==> config.mk <==
export PLATFORM = sky130hd
export DESIGN_NAME = approx_add_pipe_flat
export DESIGN_NICKNAME = d
export VERILOG_FILES = /design/src/rtl/approx_add_pipe_if.sv /design/src/rtl/approx_add_pipe.sv /design/src/flat_wrapper.sv
export SDC_FILE = /design/constraint.sdc
export NUM_CORES = 1
export LEC_CHECK = 0
export CORE_MARGIN = 4
export CORE_UTILIZATION = 35
export CTS_BUF_LIST = sky130_fd_sc_hd__clkbuf_2 sky130_fd_sc_hd__clkbuf_4 sky130_fd_sc_hd__clkbuf_8
export DETAILED_ROUTE_END_ITERATION = 10
export HOLD_SLACK_MARGIN = 0.12
export PLACE_DENSITY = 0.6
export SETUP_SLACK_MARGIN = 0.15
export SKIP_CTS_REPAIR_TIMING = 1
export SLEW_MARGIN = 20
export SYNTH_ARGS = -nofsm -noshare
export SYNTH_HDL_FRONTEND = slang
export SYNTH_SLANG_ARGS = --single-unit
export TNS_END_PERCENT = 20
==> constraint.sdc <==
create_clock -name clk -period 3.74 [get_ports clk]
set_clock_uncertainty 0.05 [all_clocks]
set_input_delay 0.748 -clock clk [delete_from_list [all_inputs] [get_ports clk]]
set_output_delay 0.748 -clock clk [all_outputs]
set_load 0.01 [all_outputs]
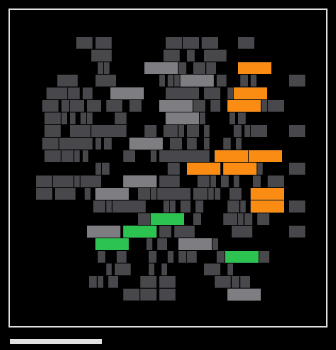
ff_map.png
Scale bar: 20 µm. Other sequential cells in the stronger gray, the rest of the logic in the fainter gray.
legend:
  orange:
    name_in_the_netlist: `u_core.bus.sum`
    placed_flops: 9
    where: right middle
  green:
    name_in_the_netlist: `u_core.s1_a_hi_q`
    placed_flops: 4
    where: bottom middle
not colored: 11
final core utilization: 0.489
register area: 480 µm²
sequential power: 0.283 mW

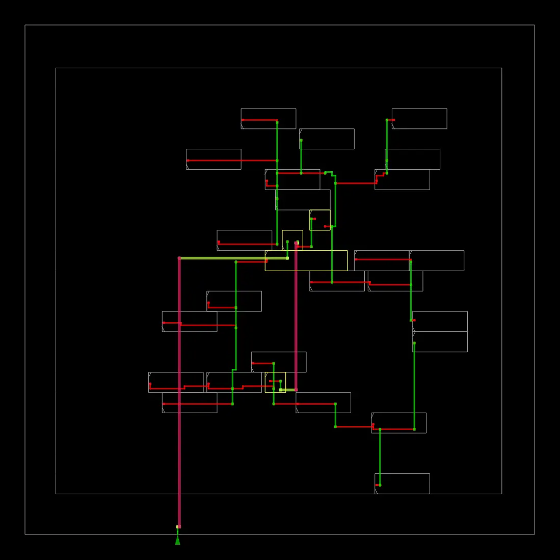
clock_nets.png
CTS Buf Count: 3
clock sink count: 24
Clock Power: 0.191 mW
Seq cells: 24

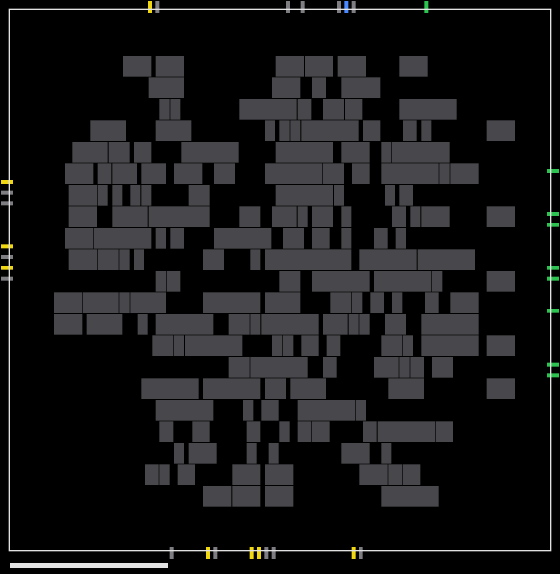
pinout.png
Scale bar: 20 µm. Pins as bars across the die edge, other pins in gray.
legend:
  yellow:
    port: `bus_a`
    pins: 8
    direction: input
    edge: 4 bottom, 3 left, 1 top
  blue:
    port: `rst`
    pins: 1
    direction: input
    edge: top
  green:
    port: `bus_sum`
    pins: 9
    direction: output
    edge: 8 right, 1 top
all pins by edge: 9 bottom, 8 top, 8 right, 7 left
Die Height: 68.3 µm
Die W: 68.3 µm
Buffers on Ports: 31

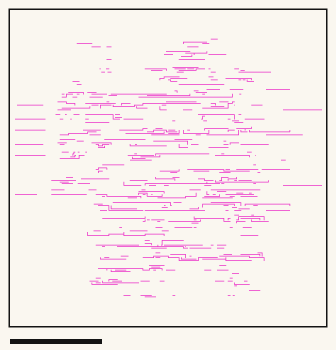
m1.png
Scale bar: 20 µm.
longest straight run: 20.2 µm
share of all routed wire: 48%
wire length on this layer: 1150 µm
main direction: horizontal
nets with wire on the layer: 192
routed vias: 1027
met1 Use GR: 0.131

==> run summary <==
flow finished, numbers: Syn-to-layout area delta=31.2%, ys async rst share=0, cell area after synthesis=about 1300 µm², antenna violations before repair=0, initial detailed-routing violation count=about 53, top cells, area=dfxtp_1 (38%), ha_1 (11%), nand2_1 (6.2%), synth cell count leaders=dfxtp_1 (24), nand2_1 (21), inv_1 (13), Clk pwr share=0.326, comb area leader=simple AND/OR/NAND/NOR gates, Worst path slowest cell=clkdlybuf4s50_1, Crit Path Class=input pin to primary output, Avg Vias per Cell=approximately 4.6, chip area=between 4000 and 5000 µm², area share, top type=0.377, Synth top cell by count=dfxtp_1, EDFF count, synth=0, hold crit path type=flop to flop, Yosys reg bits=24, Hold Vio Cnt, Final=0, Worst-Skew Late Latency=between 0.3 and 0.4 ns, Leak=between 0.6 and 0.7 nW, yosys cell count=about 140, Clk pin slew, worst setup/hold paths=roughly 0.14 ns, Pre-Repair DR Iteration Count=4, reg2reg path depth=4, Max-Cap Viols=0, crit-path max FO=4, Ports=32, Worst VDD drop=about 0.15 mV, PD cells=around 350 nW/µm², CTS tree=built, Setup TNS=0 ns, pin count of the biggest net entering global routing=28, run status=complete, no violations, vias in the first global route=just under 1k, mux share=0, DP Worst Slack=0.905 ns, dpl hpwl=approximately 1.9 mm, Internal=0.442 mW, Final period util=0.757, combinational power share=0.193, tool warnings=30, Hold Path Stages=2, Post-Syn Instances=between 100 and 150, FP Core Util=0.373, drt drc=0, xor/xnor share of the synthesized area=0.0206, worst-margin pin slew=0.308 ns, aoi share=0.186, Yosys top cell by area=dfxtp_1, max reg flops=9, Final Max Slew Viols=0, most common cell type on the critical path=clkdlybuf4s50_1, H-Tree Depth=1, Distinct cells, synth=32, Detail Route Antenna Nets=0, clock period minus worst slack=between 2 and 3 ns, total track usage=0.112, root buffer cell=clkbuf_4, Worst EP arrival=~2.0 ns, setup slack, reg-to-reg=2.12 ns, Achievable Freq=between 0.3 and 0.4 GHz, Synthesized Nets=179, Crit path largest cell delay=between 0.5 and 0.6 ns, chip area line of the yosys report=1270 µm², yosys warns=0, fa+ha+maj area frac=0.155, post-DR wirelength/cell=roughly 11 µm, Final setup viols=0, global route total overflow=0, Post-layout nets=about 210, Critical Path Sink Type=primary output, Net Switching=0.146 mW, share of post-route cells with drive strength above 1=0.0629, yosys simple share=0.194, total wire length=2.39 mm, Final Wtd Congestion=between 0.7 and 0.8, crit-path cells=clkdlybuf4s50_1 > nor2b_4 > a21oi_1 > clkdlybuf4s50_1, post-synthesis average cell area=around 9 µm², RSZ-0062 raised after global routing=no, Critical Path Source Type=input pin, top_reg_cell synth=dfxtp_1, final worst slack=slightly above 0.9 ns, first-pass GRT wire length=roughly 3.9 mm, Clock Tree Buf Depth=2, core area=around 3400 µm², Post-synth seq share=0.377, Switching Fraction=0.248, worst relative slew slack=0.795, data required time of the worst path=~2.9 ns, ant diodes=0, Row Count=21, part of the power in registers=0.481
==> layer usage <==
| layer | global-route usage | wire length, µm |
|---|---|---|
| met2 | 0.189 | 1130 |
| met1 | 0.131 | 1150 |
| met3 | 0.0197 | 51 |
| met4 | 0.0670 | 55 |
| met5 | 0 | 0 |
==> power by group through the flow <==
stage               registers, mW  logic (mW)  clock network, mW
detailed placement          0.289       0.115                  0
global route                0.285       0.128              0.206
floorplan                   0.289      0.0655                  0
global placement            0.288       0.112                  0
CTS                         0.283       0.115              0.194
finish                      0.283       0.114              0.191
==> critical path, delay by kind of cell <==
family / cells / cell delay (ns)
compound gates: 1 / 0.15
buf+inv: 2 / 1.07
simple gates: 1 / 0.07
==> area by class of cell <==
cell class                 instances  area [µm²]
timing repair buffer              33         325
clock buffer                       3        22.5
fill                             334        1740
clock inverter                     1        30.0
tap                               46        57.6
inverter                          13        48.8
sequential                        24         480
multi-input combinational        101         707
==> per-stage QoR <==
step,cell area (µm²),hold WS (ns),power (mW),std cells
after floorplan,1270,0.377,0.354,144
after global placement,1620,0.393,0.400,217
after detailed placement,1620,0.403,0.403,217
after CTS,1670,0.420,0.592,221
after global routing,1670,0.450,0.619,221
final,1670,0.416,0.588,221
==> cells by family after synthesis <==
group,count (synthesis)
AND/OR/NAND/NOR,50
adder cells (fa/ha/maj),14
AND-OR/OR-AND,34
flip-flops,24
buffers and inverters,19
XOR/XNOR,3
==> layout by cell type (no fill, tap or decap), types with 2 or more instances in the layout <==
master / n
o31ai_1: 2
xnor2_1: 2
ha_1: 11
clkdlybuf4s50_1: 31
fa_1: 3
clkbuf_4: 3
nand2b_1: 8
nand2_1: 21
a21o_1: 3
inv_1: 13
nor3b_1: 2
nor2_1: 11
o21ai_0: 7
a21oi_1: 12
buf_4: 2
dfxtp_1: 24
a211oi_1: 5
Power and IR drop assume default switching activity.
